[src/rtl/bridge_pkg.sv]
`default_nettype none
// ============================================================================
//  Module   : bridge_pkg
//  Purpose  : Shared types for the dataslot command path arbiter: the
//             arbiter state encoding, the latched command record and the
//             result code reported when the host never answers.
//  Ports    : none (package)
//  Revision : 1.0 - initial release
// ============================================================================
package bridge_pkg;

   typedef enum logic [1:0] {
      ARB_IDLE  = 2'd0,
      ARB_ISSUE = 2'd1,
      ARB_WAIT  = 2'd2,
      ARB_RESP  = 2'd3
   } arb_state_e;

   localparam logic [7:0] RESULT_TIMEOUT = 8'hFF;

   typedef struct packed {
      logic        write;
      logic [15:0] slot_id;
      logic [31:0] slot_offset;
      logic [31:0] bridge_addr;
      logic [31:0] length;
   } dataslot_cmd_t;

   // Index width for a client count; a single client still needs one bit.
   function automatic int idx_width(input int n);
      return (n > 1) ? $clog2(n) : 1;
   endfunction

endpackage
`default_nettype wire

[src/rtl/bridge_dataslot_arbiter_rr_arbiter.sv]
`default_nettype none
// ============================================================================
//  Module   : rr_arbiter
//  Purpose  : Combinational round-robin pick: first set request bit at or
//             after the pointer, wrapping around the client count.
//  Ports    : req        in   NUM_CLIENTS  request vector
//             ptr        in   IDX_W        highest-priority client index
//             grant      out  NUM_CLIENTS  one-hot winner (zero if none)
//             grant_idx  out  IDX_W        winner index (zero if none)
//             any        out  1            at least one request present
//  Revision : 1.0 - initial release
// ============================================================================
module rr_arbiter
   import bridge_pkg::*;
#(
   parameter int NUM_CLIENTS = 4,
   parameter int IDX_W       = idx_width(NUM_CLIENTS)
) (
   input  logic [NUM_CLIENTS-1:0] req,
   input  logic [IDX_W-1:0]       ptr,
   output logic [NUM_CLIENTS-1:0] grant,
   output logic [IDX_W-1:0]       grant_idx,
   output logic                   any
);

   logic [IDX_W-1:0] cand;

   // Walk the clients starting at the pointer; the first hit wins and
   // later hits are masked by 'any'.
   always_comb begin
      grant     = '0;
      grant_idx = '0;
      any       = 1'b0;
      cand      = '0;
      for (int k = 0; k < NUM_CLIENTS; k++) begin
         cand = IDX_W'((int'(ptr) + k) % NUM_CLIENTS);
         if (!any && req[cand]) begin
            any         = 1'b1;
            grant[cand] = 1'b1;
            grant_idx   = cand;
         end
      end
   end

endmodule
`default_nettype wire

[src/rtl/bridge_dataslot_arbiter.sv]
`default_nettype none
// ============================================================================
//  Module   : bridge_dataslot_arbiter
//  Purpose  : Shares the single dataslot read/write request engine between
//             NUM_CLIENTS core-side requesters. Round-robin grant, latched
//             command, valid/ready issue, wait for completion or timeout,
//             then a one-cycle done pulse with result to the winner only.
//  Ports    : clk, reset_n                 clock, async active-low reset
//             cli_valid/write/slot_id/slot_offset/bridge_addr/length  in
//             cli_done (one-hot pulse), cli_result              out
//             req_valid, req_write, req_slot_id, req_slot_offset,
//             req_bridge_addr, req_length                       out
//             req_ready, resp_done, resp_result                 in
//             busy                                              out
//  Revision : 1.0 - initial release
// ============================================================================
module bridge_dataslot_arbiter
   import bridge_pkg::*;
#(
   parameter int          NUM_CLIENTS    = 4,
   parameter logic [31:0] TIMEOUT_CYCLES = 32'd50_000_000
) (
   input  logic                      clk,
   input  logic                      reset_n,
   input  logic [NUM_CLIENTS-1:0]    cli_valid,
   input  logic [NUM_CLIENTS-1:0]    cli_write,
   input  logic [NUM_CLIENTS*16-1:0] cli_slot_id,
   input  logic [NUM_CLIENTS*32-1:0] cli_slot_offset,
   input  logic [NUM_CLIENTS*32-1:0] cli_bridge_addr,
   input  logic [NUM_CLIENTS*32-1:0] cli_length,
   output logic [NUM_CLIENTS-1:0]    cli_done,
   output logic [7:0]                cli_result,
   output logic                      req_valid,
   input  logic                      req_ready,
   output logic                      req_write,
   output logic [15:0]               req_slot_id,
   output logic [31:0]               req_slot_offset,
   output logic [31:0]               req_bridge_addr,
   output logic [31:0]               req_length,
   input  logic                      resp_done,
   input  logic [7:0]                resp_result,
   output logic                      busy
);

   localparam int IDX_W = idx_width(NUM_CLIENTS);

   arb_state_e             state, state_nx;
   dataslot_cmd_t          cmd, cmd_nx, sel_cmd;
   logic [IDX_W-1:0]       grant_idx, grant_idx_nx, rr_ptr, rr_ptr_nx, arb_idx;
   logic [NUM_CLIENTS-1:0] grant_oh, grant_oh_nx, arb_grant, done_nx;
   logic                   arb_any;
   logic [31:0]            tmo_cnt, tmo_cnt_nx;
   logic [7:0]             result_nx;
   logic                   req_valid_nx, busy_nx;

   rr_arbiter #(
      .NUM_CLIENTS (NUM_CLIENTS),
      .IDX_W       (IDX_W)
   ) u_rr (
      .req       (cli_valid),
      .ptr       (rr_ptr),
      .grant     (arb_grant),
      .grant_idx (arb_idx),
      .any       (arb_any)
   );

   // Fields of the current arbitration winner, captured only in IDLE.
   always_comb begin
      sel_cmd.write       = cli_write[arb_idx];
      sel_cmd.slot_id     = cli_slot_id[int'(arb_idx)*16 +: 16];
      sel_cmd.slot_offset = cli_slot_offset[int'(arb_idx)*32 +: 32];
      sel_cmd.bridge_addr = cli_bridge_addr[int'(arb_idx)*32 +: 32];
      sel_cmd.length      = cli_length[int'(arb_idx)*32 +: 32];
   end

   always_comb begin
      state_nx     = state;
      cmd_nx       = cmd;
      grant_idx_nx = grant_idx;
      grant_oh_nx  = grant_oh;
      rr_ptr_nx    = rr_ptr;
      tmo_cnt_nx   = tmo_cnt;
      req_valid_nx = 1'b0;
      done_nx      = '0;
      result_nx    = 8'h00;
      case (state)
         ARB_IDLE: begin
            if (arb_any) begin
               state_nx     = ARB_ISSUE;
               cmd_nx       = sel_cmd;
               grant_idx_nx = arb_idx;
               grant_oh_nx  = arb_grant;
               req_valid_nx = 1'b1;
            end
         end
         ARB_ISSUE: begin
            req_valid_nx = 1'b1;
            if (req_valid && req_ready) begin
               state_nx     = ARB_WAIT;
               tmo_cnt_nx   = '0;
               req_valid_nx = 1'b0;
            end
         end
         ARB_WAIT: begin
            // A real completion beats a timeout expiring in the same cycle.
            if (resp_done) begin
               state_nx  = ARB_RESP;
               done_nx   = grant_oh;
               result_nx = resp_result;
            end else if ((TIMEOUT_CYCLES != 32'd0) &&
                         (tmo_cnt == TIMEOUT_CYCLES - 32'd1)) begin
               state_nx  = ARB_RESP;
               done_nx   = grant_oh;
               result_nx = RESULT_TIMEOUT;
            end else if (tmo_cnt != '1) begin
               tmo_cnt_nx = tmo_cnt + 32'd1;
            end
         end
         ARB_RESP: begin
            state_nx  = ARB_IDLE;
            rr_ptr_nx = (grant_idx == IDX_W'(NUM_CLIENTS - 1)) ? '0
                                                               : grant_idx + 1'b1;
         end
         default: state_nx = ARB_IDLE;
      endcase
      busy_nx = (state_nx != ARB_IDLE);
   end

   // Every output is a flop loaded from the next-state logic above.
   always_ff @(posedge clk or negedge reset_n) begin
      if (!reset_n) begin
         state      <= ARB_IDLE;
         cmd        <= '0;
         grant_idx  <= '0;
         grant_oh   <= '0;
         rr_ptr     <= '0;
         tmo_cnt    <= '0;
         req_valid  <= 1'b0;
         cli_done   <= '0;
         cli_result <= 8'h00;
         busy       <= 1'b0;
      end else begin
         state      <= state_nx;
         cmd        <= cmd_nx;
         grant_idx  <= grant_idx_nx;
         grant_oh   <= grant_oh_nx;
         rr_ptr     <= rr_ptr_nx;
         tmo_cnt    <= tmo_cnt_nx;
         req_valid  <= req_valid_nx;
         cli_done   <= done_nx;
         cli_result <= result_nx;
         busy       <= busy_nx;
      end
   end

   assign req_write       = cmd.write;
   assign req_slot_id     = cmd.slot_id;
   assign req_slot_offset = cmd.slot_offset;
   assign req_bridge_addr = cmd.bridge_addr;
   assign req_length      = cmd.length;

endmodule
`default_nettype wire

[config.mk]
export PLATFORM = sky130hd
export DESIGN_NAME = bridge_dataslot_arbiter
export DESIGN_NICKNAME = d
export VERILOG_FILES = /design/src/rtl/bridge_pkg.sv /design/src/rtl/bridge_dataslot_arbiter_rr_arbiter.sv /design/src/rtl/bridge_dataslot_arbiter.sv
export SDC_FILE = /design/constraint.sdc
export NUM_CORES = 1
export LEC_CHECK = 0
export ABC_AREA = 1
export ABC_CLOCK_PERIOD_IN_PS = 4200
export CAP_MARGIN = 20
export CORE_AREA = 2 2 232 234
export CTS_CLUSTER_SIZE = 25
export DETAILED_ROUTE_END_ITERATION = 12
export DIE_AREA = 0 0 234 236
export GPL_TIMING_DRIVEN = 0
export PLACE_DENSITY_LB_ADDON = 0.05
export SYNTH_ARGS = -nofsm -noshare
export SYNTH_HDL_FRONTEND = slang
export SYNTH_HIERARCHICAL = 1
export SYNTH_SLANG_ARGS = --single-unit
[constraint.sdc]
create_clock -name clk -period 4.2 [get_ports clk]
set_input_delay 0.42 -clock clk [delete_from_list [all_inputs] [get_ports clk]]
set_output_delay 0.42 -clock clk [all_outputs]
set_load 0.03 [all_outputs]
==> results.json, run 1 <==
{
  "status": "complete, but fails checks",
  "violations": "hold timing",
  "most-common-layout-cells": "clkdlybuf4s50_1, nor2_1, nand2_1, o21ai_0, dfrtp_1",
  "yosys_area_um2": 11000,
  "path_buffers": 4,
  "inv_count": 51,
  "hpwl_um": 54800,
  "met1Wirelength_um": 27700,
  "pg_clk_mw": 1.78,
  "layout.cells.non_filler": 3016,
  "cts_root_buffer": "clkbuf_16",
  "crit_end": "req_bridge_addr[23]",
  "antenna_found_initial": 10,
  "comb_area_um2": 6110,
  "n_antenna_cell": 7,
  "crit_family": "buffers and inverters",
  "largest_area_cell": "dfrtp_1",
  "final_hold_viol_count": 26,
  "vdd_drop_max_uv": 320,
  "clock_area_share_pct": 3.38,
  "grtUsageTotal_pct": 24.2,
  "synth.avg_cell_area_um2": 6.52,
  "power_mw": 17.7,
  "ys_sh_mux_pct": 0.102,
  "dr.pass1.iters": 5,
  "cts_inserted_buffers": 17,
  "period_used_pct": 91.9,
  "p_leak_nw": 7.66,
  "grt_max_degree": 101,
  "gr-total-overflow": 0,
  "setup_slack_ps": 342,
  "power_leader": "combinational logic",
  "cts_setup_buffers": 0,
  "largest_cell_class": "buffers",
  "topCellsByArea": "dfrtp_1, nor2_1, nand2_1",
  "top_layer_used": "met5",
  "yosysMostFrequentCell": "nor2_1",
  "path_class": "flip-flop to flip-flop",
  "maxSlewHeadroom_pct": 38.7,
  "switchingPower_mw": 10.3,
  "synthAoiAreaFrac_pct": 17.7,
  "cp.arrival_ps": 4290,
  "r2r_end": "req_bridge_addr[23]",
  "crit_fanout": 10,
  "met3_length_um": 3590,
  "clock-skew-final_ps": 12.2,
  "ant_nets": 0,
  "cts_tree": "built",
  "ff_type": "dfrtp_1",
  "hold_slack_ps": -26.2,
  "fp_nets": 2163,
  "cpMostUsedCell": "nand2_1",
  "syn_inst": 1688,
  "yosys-stat-cells": 1688,
  "pwr-share-seq_pct": 15.2,
  "ff2ff_setup_slack_ps": 340,
  "start_kind": "flip-flop",
  "clock_power_share_pct": 10.0,
  "use_met3_pct": 6.13,
  "clkbuf_count": 17,
  "synth-edff-count": 0,
  "die-area_um2": 55200,
  "synth_area_um2": 11000,
  "clk_pin_slew_worst_paths_ps": 80,
  "comb_cells": 1355,
  "crit_start": "rr_ptr[0]",
  "comb_share_pct": 33.0,
  "areaGrowthSynthToFinish_pct": 68.3,
  "die_h_um": 236,
  "fill_cells": 5767,
  "p_seq_mw": 2.68,
  "reg2reg_depth": 14,
  "path_depth": 14,
  "drtIter0Drc": 936,
  "nonClkBufAreaFrac_pct": 35.0,
  "p_per_area_nw_per_um2": 955,
  "fa_ha_area_share_pct": 0.795,
  "core_region_area_um2": 53100,
  "nNonClkBuffers": 706,
  "preCtsSetupSlack_ps": -447,
  "ys_types": 36,
  "dpl_cell_area_um2": 17900
}
Run 1, sequential cells grouped by signal name:
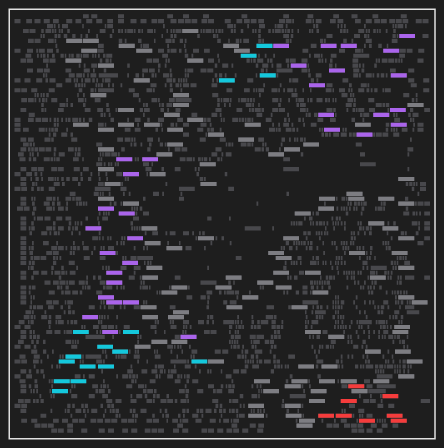
purple -> `req_length`  # placed flops 32
red -> `cli_result`  # placed flops 8, where bottom right
cyan -> `req_slot_id`  # placed flops 16
Seq area share: 22.8%
final core utilization: 34.9%
sequential cell area: 4230 um^2

Run 1, M1 wires:
Supply wires on this layer in gray.
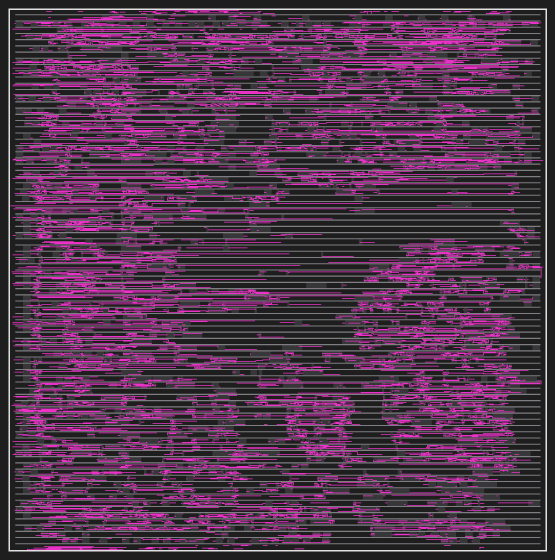
longest straight run = 84.6 um
wire length on this layer = 27.7 mm
via count: 13900
GR Util met1: 29.1%
Routed WL: 67300 um

Run 1, signal wires on met2:
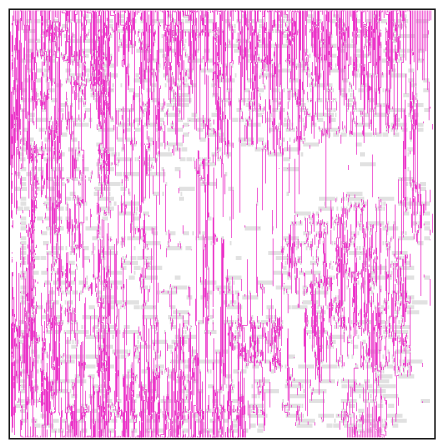
main direction = vertical
share of all routed wire = 52%
met2 GRT Util: 42.4%

Run 1, congestion heat map:
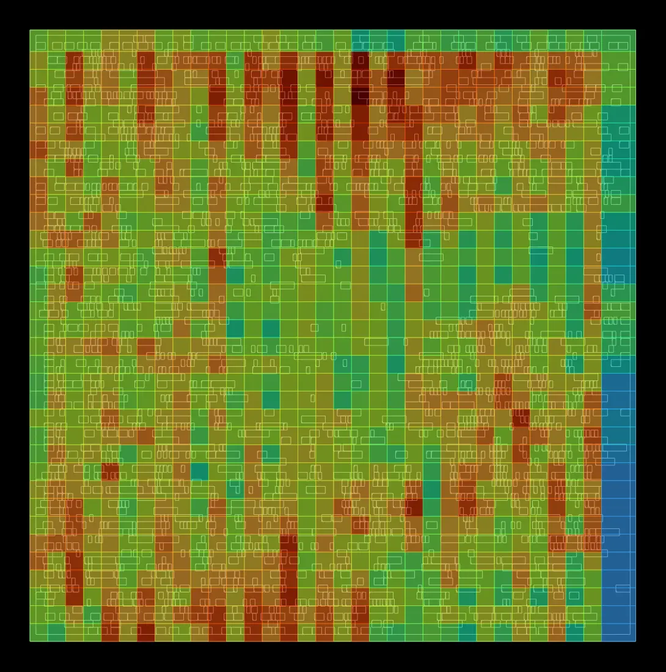
drt wl/cell: 22.3 um
GRT busiest layer: met2

--- run 2 (diff from run 1) ---
- CORE_AREA: 2 2 232 234 -> 2 2 233 235
- DIE_AREA: 0 0 234 236 -> 0 0 235 237
- SYNTH_HIERARCHICAL: 1 -> unset
Run 2, signal wires on met2:
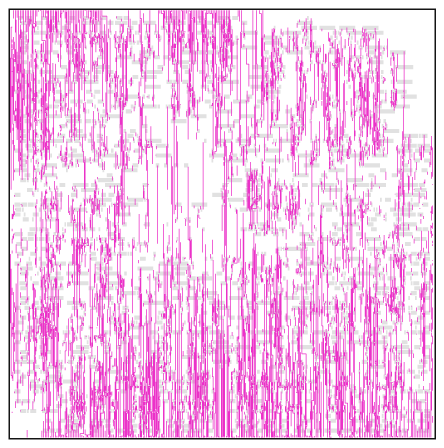
main direction = vertical
wire length on this layer = 32.3 mm
Routed WL: 67400 um
via count: 16000
met2 GRT Util: 40.1%

==> results.json, run 2 <==
{
  "crit_fanout": 10,
  "cts_inserted_buffers": 17,
  "dpl_cell_area_um2": 20000,
  "setup_violations": 0,
  "tool_warnings": 33,
  "grt_max_degree": 88,
  "hold_class": "flip-flop to flip-flop",
  "clock_area_share_pct": 2.81,
  "synth_area_um2": 13200,
  "initCoreUtil_pct": 24.8,
  "p_per_area_nw_per_um2": 805,
  "r2r_end": "req_length[0]",
  "clk_pin_slew_worst_paths_ps": 80,
  "crit_end": "req_length[0]",
  "antenna_found_initial": 24,
  "power_leader": "combinational logic",
  "ys_types": 35,
  "internal-power_mw": 7.19,
  "final_layout_size_suffix_gt1_share_pct": 5.00,
  "fa_ha_area_share_pct": 0.948,
  "comb_share_pct": 32.1,
  "layout.cells.non_filler": 3569,
  "crit_family": "buffers and inverters",
  "fill_cells": 5862,
  "switchingPower_mw": 9.44,
  "fp_nets": 2708,
  "ioPinCount": 595,
  "postLayoutCellArea_um2": 20700,
  "met1_usage_pct": 28.5,
  "clockBufferDepth": 2,
  "syn_inst": 2230,
  "vdd_drop_max_uv": 412,
  "finalCriticalPeriod_ps": 3370,
  "ant_nets": 0,
  "row_count": 85,
  "drtIter0Drc": 924,
  "crit_start": "rr_ptr[1]",
  "worst_slew_pin_slew_ps": 776,
  "period_used_pct": 80.3,
  "top_layer_used": "met5",
  "nonClkBufAreaFrac_pct": 31.9,
  "tns_ps": 0,
  "comb_area_um2": 6630,
  "sh_seq_area_pct": 20.5,
  "path_depth": 14,
  "p_seq_mw": 2.65,
  "areaGrowthSynthToFinish_pct": 56.7,
  "hpwl_um": 55400,
  "wl_per_cell_um": 18.9,
  "cts_tree": "built",
  "synth-edff-count": 0,
  "grt_busiest_layer": "met2",
  "yosys-stat-cells": 2230,
  "topCellsByArea": "dfrtp_1, nand2_1, nand3_1",
  "largest_cell_class": "multi-input combinational cells",
  "holdPathStages": 2,
  "final_hold_viol_count": 0,
  "p_comb_share_pct": 74.2,
  "flop_area_um2": 4230,
  "clock_power_share_pct": 9.9,
  "end_kind": "flip-flop",
  "die_h_um": 237,
  "cp_slowest_cell": "dfrtp_1",
  "crit_chain": "inv_2 > ha_1 > inv_1 > nand3_1 > nand2_2 > a21oi_2 > nand2_4 > buf_2 > buf_1 > nand3_1 > nand3_1 > nand2_1 > nand2_1 > nand2_1",
  "hold_start": "tmo_cnt[9]",
  "gr-total-overflow": 0,
  "cp.arrival_ps": 3760,
  "inv_count": 462,
  "ff2ff_setup_slack_ps": 830,
  "power_mw": 16.6,
  "common_cells": "nand2_1, nand3_1, inv_1",
  "swShare_pct": 56.8,
  "p_leak_nw": 10.9,
  "synthAoiAreaFrac_pct": 0.806,
  "final_core_util_pct": 38.8,
  "cpPeakStageDelay_ps": 540,
  "cts_setup_buffers": 0,
  "yosys_area_um2": 13200,
  "use_met3_pct": 7.50,
  "nNetsFinal": 3323,
  "clkbuf_count": 17,
  "grt_setup_unrepaired": "false",
  "comb_cells": 1474,
  "grtUsageTotal_pct": 24.1,
  "ys_sh_mux_pct": 0,
  "clock-skew-final_ps": 11.8,
  "cts_root_buffer": "clkbuf_16",
  "reg2reg_depth": 14,
  "synth.avg_cell_area_um2": 5.92,
  "maxSlewHeadroom_pct": 48.3,
  "pg_clk_mw": 1.64,
  "largest_area_cell": "dfrtp_1",
  "setup_slack_ps": 828,
  "status": "completed",
  "tap_cells": 696,
  "ff_type": "dfrtp_1",
  "start_kind": "flip-flop",
  "met3_length_um": 4810,
  "pwr-share-seq_pct": 15.9,
  "met1Wirelength_um": 28300,
  "path_class": "flip-flop to flip-flop",
  "async_flop_share_pct": 100,
  "dr.pass1.iters": 5,
  "grt_pass1_wl_um": 100000,
  "yosysMostFrequentCell": "nand2_1",
  "most-common-layout-cells": "nand2_1, clkdlybuf4s50_1, nand3_1, inv_1, dfrtp_1",
  "met2_length_um": 32300,
  "preCtsSetupSlack_ps": 838,
  "die-area_um2": 55700,
  "portBuffers": 594,
  "hold_slack_ps": 479,
  "nNonClkBuffers": 721,
  "path_buffers": 4,
  "n_antenna_cell": 15,
  "core_region_area_um2": 53300
}
--- run 3 (diff from run 2) ---
- ABC_CLOCK_PERIOD_IN_PS: 4200 -> 3200
- clock period: 4.2 -> 3.2 ns (I/O delays scaled with it)
Run 3, sequential cells grouped by signal name:
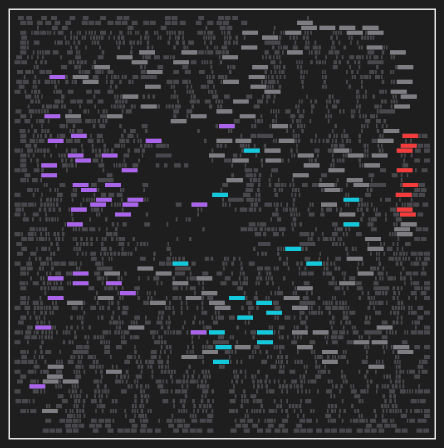
cyan -> `req_slot_id`  # placed flops 16
purple -> `req_length`  # placed flops 32
red -> `cli_result`  # placed flops 8, where right middle
Seq group: 3.48 mW
Seq area share: 20.4%
final core utilization: 38.9%
sequential cell area: 4230 um^2

==> results.json, run 3 <==
{
  "status": "completed",
  "final_hold_viol_count": 0,
  "clock-skew-final_ps": 12.2,
  "ff_type": "dfrtp_1",
  "met1Wirelength_um": 28300,
  "synth-edff-count": 0,
  "ff2ff_setup_slack_ps": 200,
  "tool_warnings": 33,
  "async_flop_share_pct": 100,
  "grt_pass1_wl_um": 100000,
  "r2r_end": "req_length[0]",
  "clock_power_share_pct": 9.8,
  "die-area_um2": 55700,
  "fp_nets": 2708,
  "routabilityCongestion": 0.986,
  "nNetsFinal": 3325,
  "reg2reg_depth": 14,
  "drtIter0Drc": 875,
  "crit_family": "simple AND/OR/NAND/NOR gates",
  "vias": 16000,
  "antenna_found_initial": 23,
  "setup_slack_ps": 198,
  "cts_setup_buffers": 2,
  "areaGrowthSynthToFinish_pct": 57.1,
  "die_h_um": 237,
  "grtUsageTotal_pct": 24.1,
  "ys_sh_mux_pct": 0,
  "power_mw": 21.9,
  "hold_slack_ps": 399,
  "hold_class": "input port to async pin",
  "p_comb_share_pct": 74.4,
  "clk_pin_slew_worst_paths_ps": 80,
  "cts-resized-gates": 3,
  "row_count": 85,
  "initCoreUtil_pct": 24.8,
  "die_w_um": 235,
  "crit_chain": "inv_2 > ha_1 > inv_1 > nand3_1 > nand2_2 > a21oi_2 > nand2_4 > clkbuf_4 > buf_2 > nand3_1 > nand3_1 > nand2_1 > nand2_1 > nand2_1",
  "period_used_pct": 93.8,
  "pg_clk_mw": 2.15,
  "cts_inserted_buffers": 17,
  "cts_tree": "built",
  "largest_cell_class": "buffers",
  "dr.pass1.iters": 5,
  "vdd_drop_max_uv": 539,
  "p_per_area_nw_per_um2": 1060,
  "nNonClkBuffers": 723,
  "comb_cells": 1474,
  "internal-power_mw": 9.55,
  "comb_share_pct": 32.0,
  "pwr-share-seq_pct": 15.8,
  "synthAoiAreaFrac_pct": 0.806,
  "path_buffers": 4,
  "syn_inst": 2230,
  "grt_busiest_layer": "met2",
  "fa_ha_area_share_pct": 0.948,
  "clkbuf_count": 17,
  "n_antenna_cell": 16,
  "cpPeakStageDelay_ps": 470,
  "ioPinCount": 595,
  "synth.avg_cell_area_um2": 5.92,
  "portBuffers": 594,
  "yosys-stat-cells": 2230,
  "yosysMostFrequentCell": "nand2_1",
  "top_layer_used": "met5",
  "path_class": "flip-flop to flip-flop",
  "dpl_cell_area_um2": 20000,
  "hpwl_um": 55400,
  "tns_ps": 0,
  "gr-total-overflow": 0,
  "grt_setup_unrepaired": "false",
  "tap_cells": 696,
  "insertion_delay_ps": 500,
  "common_cells": "nand2_1, nand3_1, inv_1",
  "cp_slowest_cell": "dfrtp_2",
  "grt_pass1_vias": 16300,
  "largest_area_cell": "dfrtp_1",
  "yosys_area_um2": 13200,
  "clock_area_share_pct": 2.81,
  "met2_usage_pct": 40.2,
  "inv_count": 462,
  "cp.arrival_ps": 3390,
  "end_kind": "flip-flop",
  "crit_fanout": 12,
  "nonClkBufAreaFrac_pct": 32.0,
  "clock.fmax_mhz": 333,
  "power_leader": "combinational logic",
  "layout.cells.non_filler": 3572,
  "crit_end": "req_length[0]",
  "comb_area_um2": 6630,
  "switchingPower_mw": 12.4,
  "routed_wl_um": 67400,
  "finalCriticalPeriod_ps": 3000,
  "final_layout_size_suffix_gt1_share_pct": 5.31,
  "yosys_warnings": 0,
  "drv_slew": 0,
  "cts_root_buffer": "clkbuf_16",
  "seq_cell_count": 169,
  "crit_start": "rr_ptr[0]",
  "met1_usage_pct": 28.5,
  "swShare_pct": 56.5,
  "most-common-layout-cells": "nand2_1, clkdlybuf4s50_1, nand3_1, inv_1, dfrtp_1",
  "core_region_area_um2": 53300,
  "yosysSeqAreaShare_pct": 32.0,
  "use_met3_pct": 7.44,
  "met2_length_um": 32200,
  "maxSlewHeadroom_pct": 48.6,
  "r2r_start": "rr_ptr[0]",
  "ant_nets": 0,
  "dp_cells": 3521,
  "h-tree-depth": 4,
  "wl_per_cell_um": 18.9,
  "clockBufferDepth": 2,
  "preCtsSetupSlack_ps": -162,
  "ys_types": 35,
  "worst_slew_pin_slew_ps": 771,
  "synth_area_um2": 13200,
  "grt_max_degree": 88,
  "setup_violations": 0,
  "postLayoutCellArea_um2": 20700,
  "p_leak_nw": 10.9,
  "path_depth": 14,
  "fill_cells": 5861,
  "met3_length_um": 4710,
  "start_kind": "flip-flop",
  "topCellsByArea": "dfrtp_1, nand2_1, nand3_1"
}

==> gallery <==
Port wiring.
Bar = 50 um.
(a)
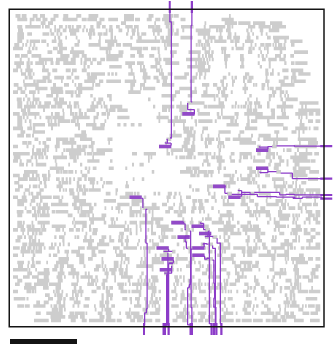
(b)
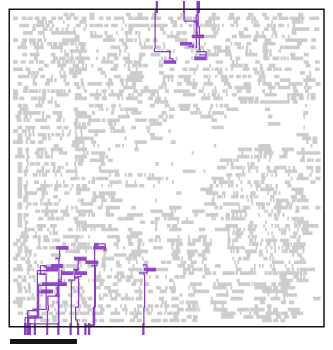
run 2: (a)
run 1: (b)

Power is estimated from default activity; no workload was simulated.
